### src/rtl/dual_input_debouncer.sv
// Two independent switch conditioners. Each channel runs raw -> 2-FF synchronizer -> debounce FSM.
// The FSM accepts a new level only after STABLE_CYCLES consecutive mismatching samples, then pulses rise/fall.
//
// state    | meaning
// STABLE   | synchronized input agrees with the debounced level
// COUNTING | input disagrees; counting consecutive mismatching cycles
module dual_input_debouncer #(
  parameter int STABLE_CYCLES = 50000,
  parameter int CNT_W         = 16
) (
  input  logic clk,
  input  logic rst_n,
  input  logic a_raw,
  input  logic b_raw,
  output logic a,
  output logic b,
  output logic a_rise,
  output logic a_fall,
  output logic b_rise,
  output logic b_fall
);

  typedef enum logic {STABLE, COUNTING} state_t;

  localparam logic [CNT_W-1:0] CNT_LAST = CNT_W'(STABLE_CYCLES - 1);

  logic   [1:0]       raw;
  logic   [1:0]       s1;
  logic   [1:0]       s2;
  logic   [1:0]       lvl;
  logic   [1:0]       rise;
  logic   [1:0]       fall;
  state_t             state [2];
  logic   [CNT_W-1:0] cnt   [2];

  assign raw = {b_raw, a_raw};

  always_ff @(posedge clk) begin
    if (!rst_n) begin
      s1   <= '0;
      s2   <= '0;
      lvl  <= '0;
      rise <= '0;
      fall <= '0;
      for (int i = 0; i < 2; i++) begin
        state[i] <= STABLE;
        cnt[i]   <= '0;
      end
    end else begin
      s1 <= raw;
      s2 <= s1;
      for (int i = 0; i < 2; i++) begin
        rise[i] <= 1'b0;
        fall[i] <= 1'b0;
        case (state[i])
          STABLE: begin
            if (s2[i] != lvl[i]) begin
              state[i] <= COUNTING;
              cnt[i]   <= CNT_W'(1);
            end else begin
              cnt[i] <= '0;
            end
          end
          COUNTING: begin
            if (s2[i] == lvl[i]) begin
              // A bounce back to the old level forfeits all progress.
              state[i] <= STABLE;
              cnt[i]   <= '0;
            end else if (cnt[i] == CNT_LAST) begin
              state[i] <= STABLE;
              cnt[i]   <= '0;
              lvl[i]   <= s2[i];
              rise[i]  <= s2[i];
              fall[i]  <= ~s2[i];
            end else begin
              cnt[i] <= cnt[i] + CNT_W'(1);
            end
          end
          default: begin
            state[i] <= STABLE;
            cnt[i]   <= '0;
          end
        endcase
      end
    end
  end

  assign a      = lvl[0];
  assign b      = lvl[1];
  assign a_rise = rise[0];
  assign a_fall = fall[0];
  assign b_rise = rise[1];
  assign b_fall = fall[1];

endmodule
### config.mk
export PLATFORM = sky130hd
export DESIGN_NAME = dual_input_debouncer
export DESIGN_NICKNAME = d
export VERILOG_FILES = /design/src/rtl/dual_input_debouncer.sv
export SDC_FILE = /design/constraint.sdc
export NUM_CORES = 1
export LEC_CHECK = 0
export CORE_MARGIN = 5
export CORE_UTILIZATION = 54
export CTS_CLUSTER_DIAMETER = 150
export DETAILED_ROUTE_END_ITERATION = 6
export HOLD_SLACK_MARGIN = 0.1
export PLACE_DENSITY = 0.72
export SYNTH_ARGS = -nofsm -noshare
export SYNTH_HDL_FRONTEND = slang
export SYNTH_SLANG_ARGS = --single-unit
### constraint.sdc
create_clock -name clk -period 4.1 [get_ports clk]
set_clock_uncertainty 0.1 [all_clocks]
set_input_delay 0.82 -clock clk [delete_from_list [all_inputs] [get_ports clk]]
set_output_delay 0.82 -clock clk [all_outputs]
set_load 0.01 [all_outputs]
==> run summary, run 1 <==
flow finished, numbers: Top FF cell, synth edfxtp_1, DP HPWL 2665 µm, adder share 0.01132, Synth flops 44, switching share of power 0.2222, nets 258, leading area contributor after synthesis edfxtp_1, WS Path Type in2reg, Mapped Cells 208, Cell area leaders edfxtp_1, dfxtp_1, xnor2_1, worst-path fanout max 14, M2 GR Usage 0.2657, Place WS 1432 ps, Setup crit end cnt[0][4]$_SDFFCE_PN0P_, Register Area 1211 µm², H-tree depth 2, worst hold path type reg2reg, Die Size 5474 µm², Complex Gates by Area 0.02943, Global Route Usage Sum 0.1516, status complete, no violations, RSZ-0062 raised after global routing false, drt pass-1 iters 4, top-count cell post-synth nor2_1, Multi-Input Combinational 184
run 1: metal layers:
metal	vias up	wire length [µm]
li1	801	-
met1	696	1679
met2	12	1760
met3	5	88
met4	0	62
met5	-	0
run 1: per-stage QoR:
stage	cell area, µm²	hold slack (ps)	power [µW]	util
after floorplan	2327	311.9	545.0	-
after global placement	2460	317.5	555.4	0.6194
after detailed placement	2460	323.0	556.4	0.6194
after CTS	2544	342.1	813.8	0.6405
after global routing	2544	381.1	844.1	0.6405
final	2544	336.4	808.2	0.6405
run 1: state kept, by name, summed over array words and instances, names as in the netlist:
name / cells
lvl: 2
rise: 2
s2: 2
fall: 2
cnt: 32
state: 2
s1: 2
run 1: critical path, cell delays in order:
cell and delay [ps]:
clkdlybuf4s50_1 700, nand3_1 210, nand2b_1 420, nor2_1 230
run 1: how the worst min path moves through the flow:
stage	start	to	slack [ps]	cells after the start
6_report	s1[0]$_SDFF_PN0_	s2[0]$_SDFF_PN0_	340	1
4_1_cts	s1[0]$_SDFF_PN0_	s2[0]$_SDFF_PN0_	340	1
5_1_grt	s1[0]$_SDFF_PN0_	s2[0]$_SDFF_PN0_	380	1
2_1_floorplan	s1[0]$_SDFF_PN0_	s2[0]$_SDFF_PN0_	310	1
3_5_place_dp	s1[0]$_SDFF_PN0_	s2[0]$_SDFF_PN0_	320	1
3_3_place_gp	s1[0]$_SDFF_PN0_	s2[0]$_SDFF_PN0_	320	1
run 1: power by group through the flow:
stage | logic (µW) | clock network [µW] | registers [µW]
floorplan | 28.5 | 0 | 517
global placement | 34.3 | 0 | 521
detailed placement | 34.7 | 0 | 522
CTS | 35.2 | 267 | 511
global route | 41.3 | 289 | 514
finish | 35.9 | 261 | 512
Fig. 1: run 1, routing congestion
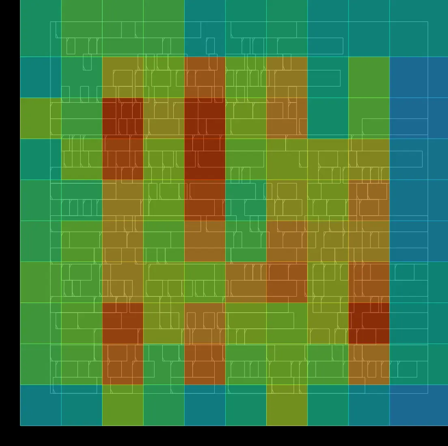
GR peak layer: met2
Layout Utilization: 0.6405
grt met3 use: 0.03649
M1 GR Usage: 0.1786

Fig. 2: run 1, metal layers overlaid
Scale bar: 20 µm. Two of the layers only.
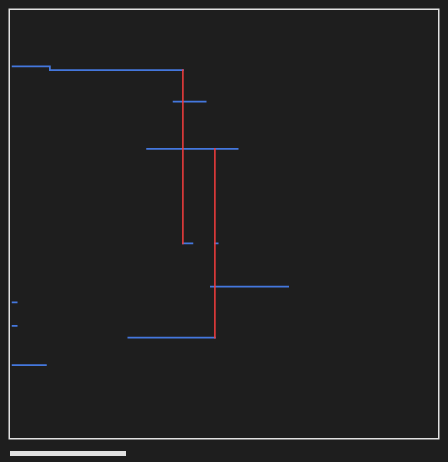
legend:
  metal 3:
    color: blue
    wire_length: 88.5 µm
  metal 4:
    color: red
    wire_length: 62.6 µm

Fig. 3: run 1, gate-type map
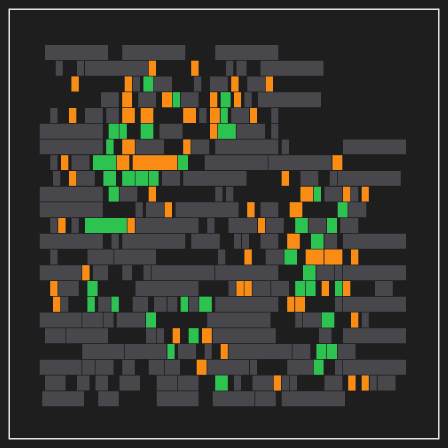
legend:
  nor cells:
    color: orange
    cells: 57
    most_used: nor2_1
  nand cells:
    color: green
    cells: 40
    most_used: nand3_1

## Run 2: what changed since run 1
==> constraint.sdc (replaced) <==
create_clock -name clk -period 2.5 [get_ports clk]
set_clock_uncertainty 0.1 [all_clocks]
set_input_delay 0.5 -clock clk [delete_from_list [all_inputs] [get_ports clk]]
set_output_delay 0.5 -clock clk [all_outputs]
set_load 0.01 [all_outputs]
Fig. 4: run 2, metal layers overlaid
Scale bar: 20 µm. Two of the layers only.
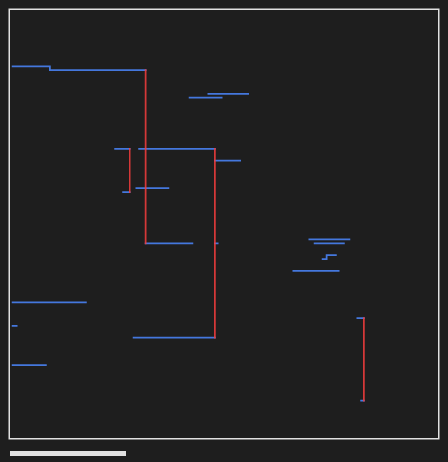
legend:
  metal 4:
    color: red
    wire_length: 84.3 µm
  metal 3:
    color: blue
    wire_length: 128 µm
wire per inst: 11.54 µm
Global Route Usage Sum: 0.1542
WL final: 3542 µm

Fig. 5: run 2, routing congestion
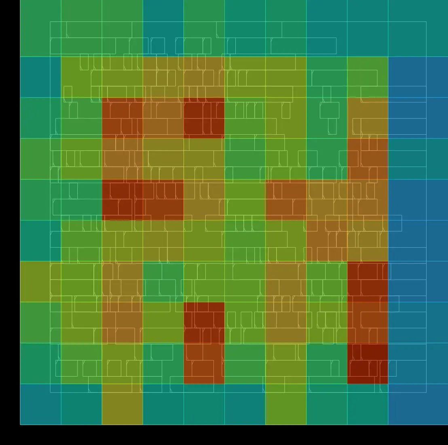
grt met3 use: 0.04189
M2 GR Usage: 0.2589

==> run summary, run 2 <==
flow finished, numbers: cts bufs inserted 5, max reg flops 32, uppermost routed layer met4, worst-path fanout max 8, GR peak layer met2, status complete, no violations, Hold Crit Start s1[1]$_SDFF_PN0_, drt pass-1 iters 4, met3 wire length 128 µm, Layout Utilization 0.6474, RSZ-0062 raised after global routing false, WS Path Type reg2reg, Cell area leaders edfxtp_1, dfxtp_1, xnor2_1, clock-pin slew on the worst setup and hold paths 80 ps, # clock sinks 44, Tot Pwr 1317 µW, worst hold path type reg2reg, Top FF cell, synth edfxtp_1, top-count cell post-synth nor2_1, Place WS 397.5 ps, Die Size 5474 µm², Mapped Cells 208, M1 GR Usage 0.1840, metal1 wirelength 1604 µm, DP HPWL 2667 µm, H-tree depth 2, Final Cell Area 2571 µm², Hold EP s2[1]$_SDFF_PN0_, Biggest register cnt, nets 262, WHS Path Cells 1, leading area contributor after synthesis edfxtp_1
[run 2: worst max-delay path by stage]
stage                       startpoint                      end  slack, ps
2_1_floorplan  cnt[1][4]$_SDFFCE_PN0P_  cnt[1][8]$_SDFFCE_PN0P_        540
3_3_place_gp   cnt[0][0]$_SDFFCE_PN0P_   state[0]$_SDFFCE_PP0P_        450
3_5_place_dp   cnt[0][0]$_SDFFCE_PN0P_   state[0]$_SDFFCE_PP0P_        400
4_1_cts        cnt[0][0]$_SDFFCE_PN0P_   state[0]$_SDFFCE_PP0P_        390
5_1_grt        cnt[0][0]$_SDFFCE_PN0P_   state[0]$_SDFFCE_PP0P_        200
6_report       cnt[0][0]$_SDFFCE_PN0P_   state[0]$_SDFFCE_PP0P_        400
[run 2: cell type report]
class | instances | area [µm²]
timing repair buffer | 13 | 120.1
inverter | 8 | 30.03
clock inverter | 1 | 5.005
fill | 332 | 1400
tap | 50 | 62.56
sequential | 44 | 1211
multi-input combinational | 184 | 1066
clock buffer | 7 | 76.32
[run 2: worst max-delay path: stages, from the launching register on]
cell,delay (ps)
edfxtp_1,430
ha_1,240
and4_1,280
nand4_1,300
and3_1,280
o21ai_0,170
[run 2: kinds of logic (layout without fill, tap and decap cells)]
logic type / after synthesis / after routing / synth area share
xor gates and xnor gates: 30 / 30 / 0.1188
other: 1 / 32 / 0.001696
and+or+nand+nor: 110 / 110 / 0.2683
AOI/OAI and AO/OA: 10 / 10 / 0.02943
buffers and inverters: 11 / 29 / 0.02263
DFF: 44 / 44 / 0.5478
adders and majority gates: 2 / 2 / 0.01132
[run 2: report_power, final]
group          internal [µW]  switching, µW
registers                809           30.1
logic                   28.0           32.0
clock network            196            222
total                   1030            284
No activity file was given, so power comes from the tool's default toggle rates.
